## config.mk

```make
export PLATFORM = sky130hd
export DESIGN_NAME = mips_pipe_ctrl
export DESIGN_NICKNAME = d
export VERILOG_FILES = /design/src/rtl/mips_pipe_pkg.sv /design/src/rtl/mips_sat_counter.sv /design/src/rtl/mips_pipe_ctrl.sv
export SDC_FILE = /design/constraint.sdc
export NUM_CORES = 1
export LEC_CHECK = 0
export CAP_MARGIN = 25
export CORE_ASPECT_RATIO = 1.75
export CORE_MARGIN = 1.5
export CORE_UTILIZATION = 44
export CTS_BUF_LIST = sky130_fd_sc_hd__clkbuf_4
export DETAILED_ROUTE_END_ITERATION = 6
export HOLD_SLACK_MARGIN = 0.15
export MAX_ROUTING_LAYER = met4
export PLACE_DENSITY_LB_ADDON = 0.25
export SLEW_MARGIN = 20
export SYNTH_ARGS = -nofsm -noshare
export SYNTH_HDL_FRONTEND = slang
export SYNTH_HIERARCHICAL = 1
export SYNTH_SLANG_ARGS = --single-unit
```

## constraint.sdc

```tcl
create_clock -name clk -period 2.2 [get_ports clk]
set_input_delay 0.44 -clock clk [delete_from_list [all_inputs] [get_ports clk]]
set_output_delay 0.44 -clock clk [all_outputs]
set_load 0.02 [all_outputs]
```

## src/rtl/mips_pipe_pkg.sv

```systemverilog
// Shared types and constants for the MIPS pipeline sequencing controller.
// Ports: none (package only).
// Holds the controller state encoding, the hardwired-zero register id and
// the bounds of the data-memory freeze counter.
package mips_pipe_pkg;

  // RUN: normal issue; MEMWAIT: pipeline frozen on a data-memory access.
  typedef enum logic {
    RUN     = 1'b0,
    MEMWAIT = 1'b1
  } state_e;

  // $0 is hardwired to zero, so a write to it never creates a dependency.
  localparam logic [4:0] REG_ZERO = 5'd0;

  // Largest legal data-memory latency and the width of its down-counter.
  localparam int MEM_LAT_MAX = 15;
  localparam int MEM_CNT_W   = 4;

endpackage

```

## src/rtl/mips_sat_counter.sv

```systemverilog
// Saturating event counter used for pipeline performance statistics.
// Ports: clk, rst_n (async active-low), inc (count enable), cnt (value).
// Latency: cnt reflects an increment on the clock edge after inc is high;
// the value sticks at all-ones instead of wrapping.
module mips_sat_counter #(
  parameter int W = 16
) (
  input  logic         clk,
  input  logic         rst_n,
  input  logic         inc,
  output logic [W-1:0] cnt
);

  logic [W-1:0] r_cnt;

  always_ff @(posedge clk or negedge rst_n) begin
    if (!rst_n) begin
      r_cnt <= '0;
    end else if (inc && (r_cnt != {W{1'b1}})) begin
      r_cnt <= r_cnt + 1'b1;
    end
  end

  assign cnt = r_cnt;

endmodule

```

## src/rtl/mips_pipe_ctrl.sv

```systemverilog
// Pipeline sequencing controller for the 5-stage MIPS datapath: load-use
// stalls, EX-resolved branch/jump redirects and data-memory freezes.
// Ports: clk, rst_n; ID register fields (id_rs/id_rt/id_use_*); ID/EX
// control outputs (ex_*); EX/MEM mem_access; per-register write enables,
// flush/bubble/redirect controls, mem_ready; stall_cnt and flush_cnt.
// All controls are combinational (same-cycle response); only the freeze
// counter and the statistics counters are registered.
module mips_pipe_ctrl
  import mips_pipe_pkg::*;
#(
  parameter int MEM_LAT = 2,
  parameter int CNT_W   = 16
) (
  input  logic             clk,
  input  logic             rst_n,
  input  logic [4:0]       id_rs,
  input  logic [4:0]       id_rt,
  input  logic             id_use_rs,
  input  logic             id_use_rt,
  input  logic             ex_MemRead,
  input  logic             ex_RegWrite,
  input  logic [4:0]       ex_WriteRegister,
  input  logic             ex_Branch,
  input  logic             ex_Zero,
  input  logic             ex_Jump,
  input  logic             mem_access,
  output logic             pc_write,
  output logic             ifid_write,
  output logic             ifid_flush,
  output logic             idex_write,
  output logic             idex_bubble,
  output logic             exmem_write,
  output logic             pc_redirect,
  output logic             mem_ready,
  output logic [CNT_W-1:0] stall_cnt,
  output logic [CNT_W-1:0] flush_cnt
);

  // Latency outside the legal range is clamped so the 4-bit counter holds it.
  localparam int LAT_C = (MEM_LAT > MEM_LAT_MAX) ? MEM_LAT_MAX :
                         (MEM_LAT < 0)           ? 0 : MEM_LAT;
  localparam logic [MEM_CNT_W-1:0] LAT = MEM_CNT_W'(LAT_C);

  state_e               r_state;
  state_e               w_state_nxt;
  logic [MEM_CNT_W-1:0] r_cnt;
  logic [MEM_CNT_W-1:0] w_cnt_nxt;

  logic w_redirect;
  logic w_load_use;
  logic w_frozen;
  logic w_release;

  // ---------------------------------------------------------------------
  // Hazard terms
  // ---------------------------------------------------------------------
  assign w_redirect = ex_Jump | (ex_Branch & ex_Zero);

  // Only a load in EX whose result lands in a real register the ID
  // instruction actually reads forces a stall.
  assign w_load_use = ex_MemRead & ex_RegWrite &
                      (ex_WriteRegister != REG_ZERO) &
                      ((id_use_rs & (id_rs == ex_WriteRegister)) |
                       (id_use_rt & (id_rt == ex_WriteRegister)));

  // In RUN a new access freezes immediately; in MEMWAIT the last counted
  // cycle (cnt == 1) is the release cycle, so the freeze lasts MEM_LAT.
  assign w_release = (r_state == MEMWAIT) && (r_cnt == MEM_CNT_W'(1));
  assign w_frozen  = (r_state == RUN) ? (mem_access && (LAT != '0))
                                      : !w_release;

  // ---------------------------------------------------------------------
  // State register
  // ---------------------------------------------------------------------
  always_ff @(posedge clk or negedge rst_n) begin
    if (!rst_n) begin
      r_state <= RUN;
      r_cnt   <= '0;
    end else begin
      r_state <= w_state_nxt;
      r_cnt   <= w_cnt_nxt;
    end
  end

  // ---------------------------------------------------------------------
  // Next state
  // ---------------------------------------------------------------------
  always_comb begin
    w_state_nxt = r_state;
    w_cnt_nxt   = r_cnt;
    case (r_state)
      RUN: begin
        if (w_frozen) begin
          w_state_nxt = MEMWAIT;
          w_cnt_nxt   = LAT;
        end
      end
      MEMWAIT: begin
        if (w_release) begin
          w_state_nxt = RUN;
          w_cnt_nxt   = '0;
        end else begin
          w_cnt_nxt   = r_cnt - 1'b1;
        end
      end
      default: begin
        w_state_nxt = RUN;
        w_cnt_nxt   = '0;
      end
    endcase
  end

  // ---------------------------------------------------------------------
  // Pipeline controls
  // ---------------------------------------------------------------------
  always_comb begin
    pc_write    = 1'b0;
    ifid_write  = 1'b0;
    ifid_flush  = 1'b0;
    idex_write  = 1'b0;
    idex_bubble = 1'b0;
    exmem_write = 1'b0;
    pc_redirect = 1'b0;
    mem_ready   = 1'b0;
    // Everything is held low in reset and while frozen; hazards seen during
    // a freeze are simply re-evaluated once the release cycle arrives.
    if (rst_n && !w_frozen) begin
      mem_ready   = w_release;
      exmem_write = 1'b1;
      idex_write  = 1'b1;
      if (w_redirect) begin
        // The ID instruction is on the wrong path, so a coincident
        // load-use hazard is irrelevant: squash both IF/ID and ID/EX.
        pc_write    = 1'b1;
        pc_redirect = 1'b1;
        ifid_write  = 1'b1;
        ifid_flush  = 1'b1;
        idex_bubble = 1'b1;
      end else if (w_load_use) begin
        // Hold PC and IF/ID; the bubble in ID/EX clears the hazard next cycle.
        idex_bubble = 1'b1;
      end else begin
        pc_write    = 1'b1;
        ifid_write  = 1'b1;
      end
    end
  end

  // ---------------------------------------------------------------------
  // Performance counters
  // ---------------------------------------------------------------------
  mips_sat_counter #(.W(CNT_W)) u_stall_cnt (
    .clk   (clk),
    .rst_n (rst_n),
    .inc   (!pc_write),
    .cnt   (stall_cnt)
  );

  mips_sat_counter #(.W(CNT_W)) u_flush_cnt (
    .clk   (clk),
    .rst_n (rst_n),
    .inc   (pc_redirect),
    .cnt   (flush_cnt)
  );

endmodule

```

run_1/cell_classes.png
Drawn at 6 px/micron.
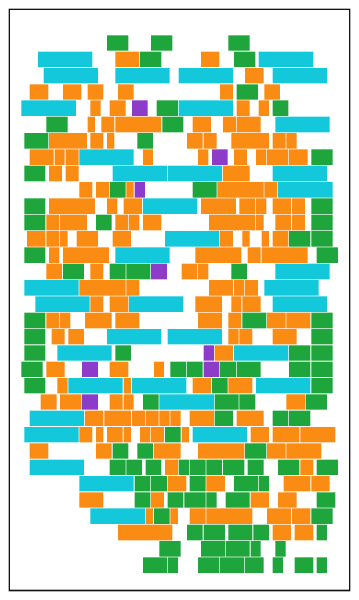
| color | class | cells |
|---|---|---|
| purple | clock drivers and dummy loads | 8 |
| green | other buffers and delay cells | 100 |
| cyan | flops | 37 |
| orange | all other logic | 158 |

run_1/drive_strength.png
Drawn at 4 px/micron.
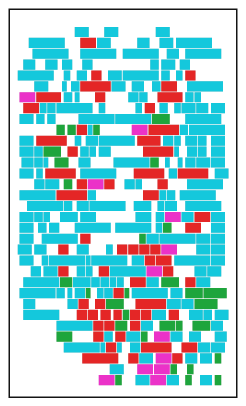
| color | size | cells | share |
|---|---|---|---|
| red | drive 3 to 4 | 61 | 20% |
| magenta | drive 6 and up | 12 | 4.0% |
| cyan | drive 1 or less | 199 | 66% |
| green | drive 2 | 31 | 10% |
final worst slack: -0.0923 ns
Final Instance Area: 3310 sq um
Buffers excl. clock: 100

run_1/met3.png
Drawn at 4 px/micron.
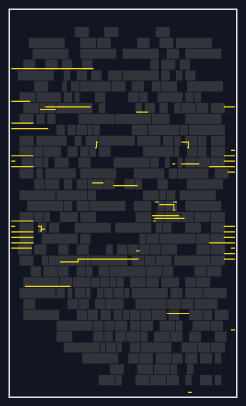
nets with wire on the layer: 40
longest straight run: 20.2 microns
via count of the routed design: 2057
total length of routed wires: 5800 microns
fraction of met3 tracks used by global routing: 3.88%

==> results.tsv, run 1 <==
metric	value	unit
outcome	finished, violations left	
violations_in_the_final_reports	setup timing	
finalCriticalPeriod	2.29	ns
proportion_of_cell_area_occupied_by_multi_input_gates	41.0	%
critical_path.reg2reg.startpoint	r_cnt[1]	
slew_viol_final	0	
global_route_wire_length_before_repair	9390	microns
power_sequential	0.00104	W
cpPeakStageDelay	0.42	ns
critical_path_top_delay_cell	sky130_fd_sc_hd__nor4_4	
placed_cells_incl_taps	332	
power_frac_comb	50.9	%
whs	0.156	ns
postCtsSetupBuffers	8	
synth_top_flop_cell	sky130_fd_sc_hd__dfrtp_1	
worst_slack	-0.0923	ns
highest_layer	met4	
place.gp.congestion	0.802	
detail_route.wirelength.met1	2220	microns
finalSetupViolations	14	
xor_area_share	9.54	%
cp_num_buf_inv	4	
dp_worst_setup_slack	-0.736	ns
==> run 2: changes to the inputs <==
- CORE_UTILIZATION: 44 -> 30
run_2/cell_classes.png
Drawn at 6 px/micron.
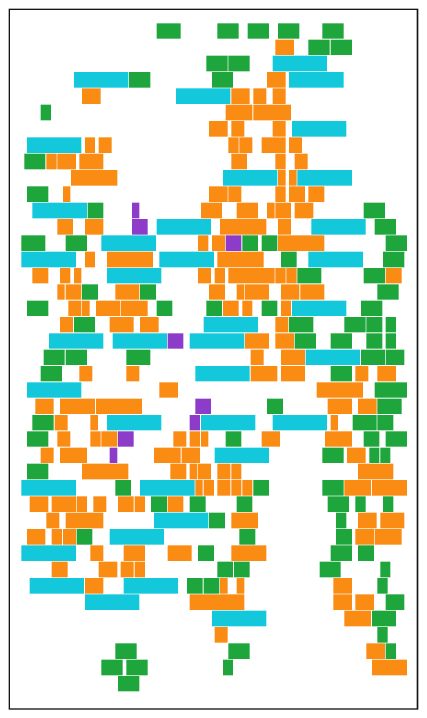
| color | class | cells |
|---|---|---|
| green | other buffers and delay cells | 98 |
| cyan | flops | 37 |
| orange | all other logic | 158 |
| purple | clock drivers and dummy loads | 8 |

==> results.tsv, run 2 <==
metric	value	unit
violations_in_the_final_reports	setup timing	
postCtsSetupBuffers	6	
non_clock_buffer_count	98	
placed_cells_incl_taps	366	
detail_route.wirelength.met1	2080	microns
cts_sinks	37	
outcome	finished, violations left	
power_sequential	0.00103	W
highest_layer	met4	
critical_path_top_delay_cell	sky130_fd_sc_hd__nor4_2	
finalSetupViolations	2	
xor_area_share	9.54	%
proportion_of_cell_area_occupied_by_multi_input_gates	41.1	%
critical_path_peak_fanout	3	
worst_slack	-0.0129	ns
critical_path.reg2reg.startpoint	r_cnt[0]	
groute.layer.met2.usage	32.5	%
finalCriticalPeriod	2.21	ns
whs	0.358	ns
final_design_area_no_fill	3320	sq um
global_route_wire_length_before_repair	9780	microns
layout.nonclk_buf_share	25.7	%
placedInstanceArea	3090	sq um
critical_path_capture_point_type	primary output	
ys_sh_mux	1.53	%
synth_top_flop_cell	sky130_fd_sc_hd__dfrtp_1	
slew_viol_final	0	
cp_num_buf_inv	3	
run_2/met3.png
Drawn at 4 px/micron.
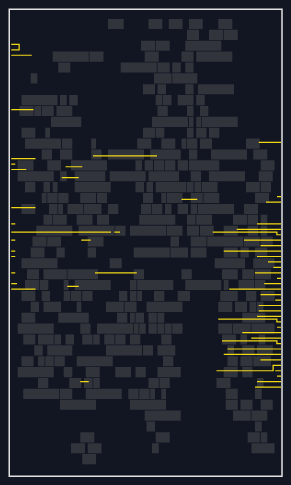
total length of routed wires: 6230 microns
fraction of met3 tracks used by global routing: 2.99%
via count of the routed design: 2005

==> run 3: changes to the inputs <==
- CORE_UTILIZATION: 30 -> 44
- SETUP_SLACK_MARGIN: default -> 0.3
run_3/drive_strength.png
Drawn at 4 px/micron.
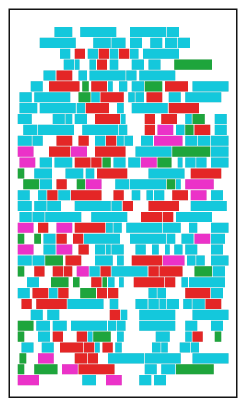
| color | size | cells | share |
|---|---|---|---|
| red | drive 3 to 4 | 69 | 23% |
| green | drive 2 | 30 | 9.8% |
| magenta | drive 6 and up | 20 | 6.6% |
| cyan | drive 1 or less | 186 | 61% |

==> results.tsv, run 3 <==
metric	value	unit
outcome	finished, violations left	
violations_in_the_final_reports	setup timing	
whs	0.210	ns
synth_top_flop_cell	sky130_fd_sc_hd__dfrtp_1	
placed_cells_incl_taps	337	
global_route_wire_length_before_repair	9400	microns
post-synth-top-count-cell	sky130_fd_sc_hd__dfrtp_1	
dp_worst_setup_slack	-0.711	ns
finalCriticalPeriod	2.28	ns
finalSetupViolations	7	
non_clock_buffer_count	102	
cts_sinks	37	
cp_num_buf_inv	4	
cpPeakStageDelay	0.31	ns
drt_wl_total	5910	microns
power_sequential	0.00103	W
groute.layer.met2.usage	41.6	%
ys_sh_mux	1.53	%
critical_path_capture_point_type	primary output	
worst_slack	-0.0794	ns
place.gp.congestion	0.816	
placedInstanceArea	3160	sq um
critical_path.reg2reg.startpoint	r_cnt[1]	
slack_of_the_worst_reg_to_reg_path	0.04	ns
io-pin-count	65	
slew_viol_final	0	
critical_path_peak_fanout	2	
layout.nonclk_buf_share	27.4	%
timing.hold.worst.class	primary input to asynchronous set/reset pin	
grt_util_met3	3.61	%
critical_path_top_delay_cell	sky130_fd_sc_hd__nor4_1	
routed_via_density	5.75	
proportion_of_cell_area_occupied_by_multi_input_gates	41.6	%
detailroute.via_count	2051	
postCtsSetupBuffers	6	
xor_area_share	9.54	%
run_3/cell_classes.png
Drawn at 6 px/micron.
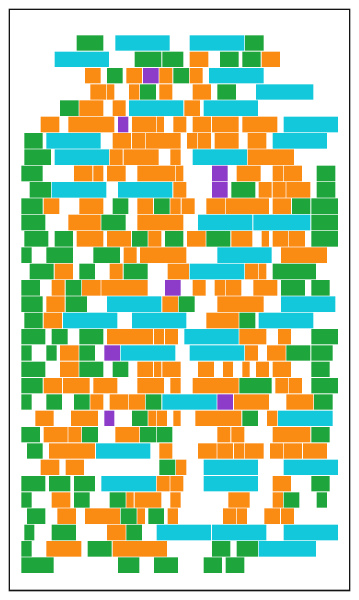
count of standard-cell rows: 33
Final Instance Area: 3460 sq um
share of the core filled with cells: 72.8%


==> screenshots <==
Signal metal coverage by tile.
image #1
Drawn at 4 px/micron. 11 x 19 tiles, from dark purple (low) to yellow (high), scaled to the fullest tile. Values are wire area over tile area, all layers added.
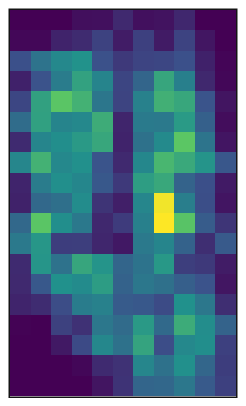
image #2
Drawn at 4 px/micron. 14 x 23 tiles, from dark purple (low) to yellow (high), scaled to the fullest tile. Values are wire area over tile area, all layers added.
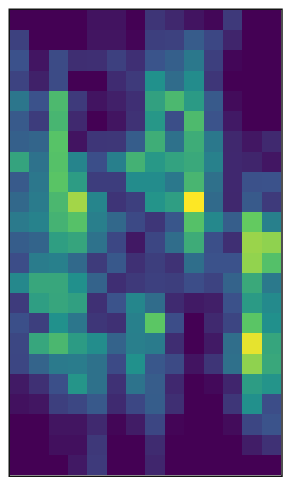
image #3
Drawn at 4 px/micron. 11 x 19 tiles, from dark purple (low) to yellow (high), scaled to the fullest tile. Values are wire area over tile area, all layers added.
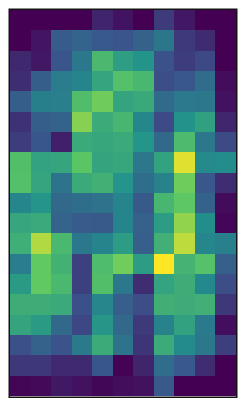
image #2 -> run 2
image #3 -> run 3
image #1 -> run 1

Key to image #3:
tiles over half the peak: 35%
fullest tile: 0.46
mean over tiles: 0.17
nearly empty tiles: 8.6%

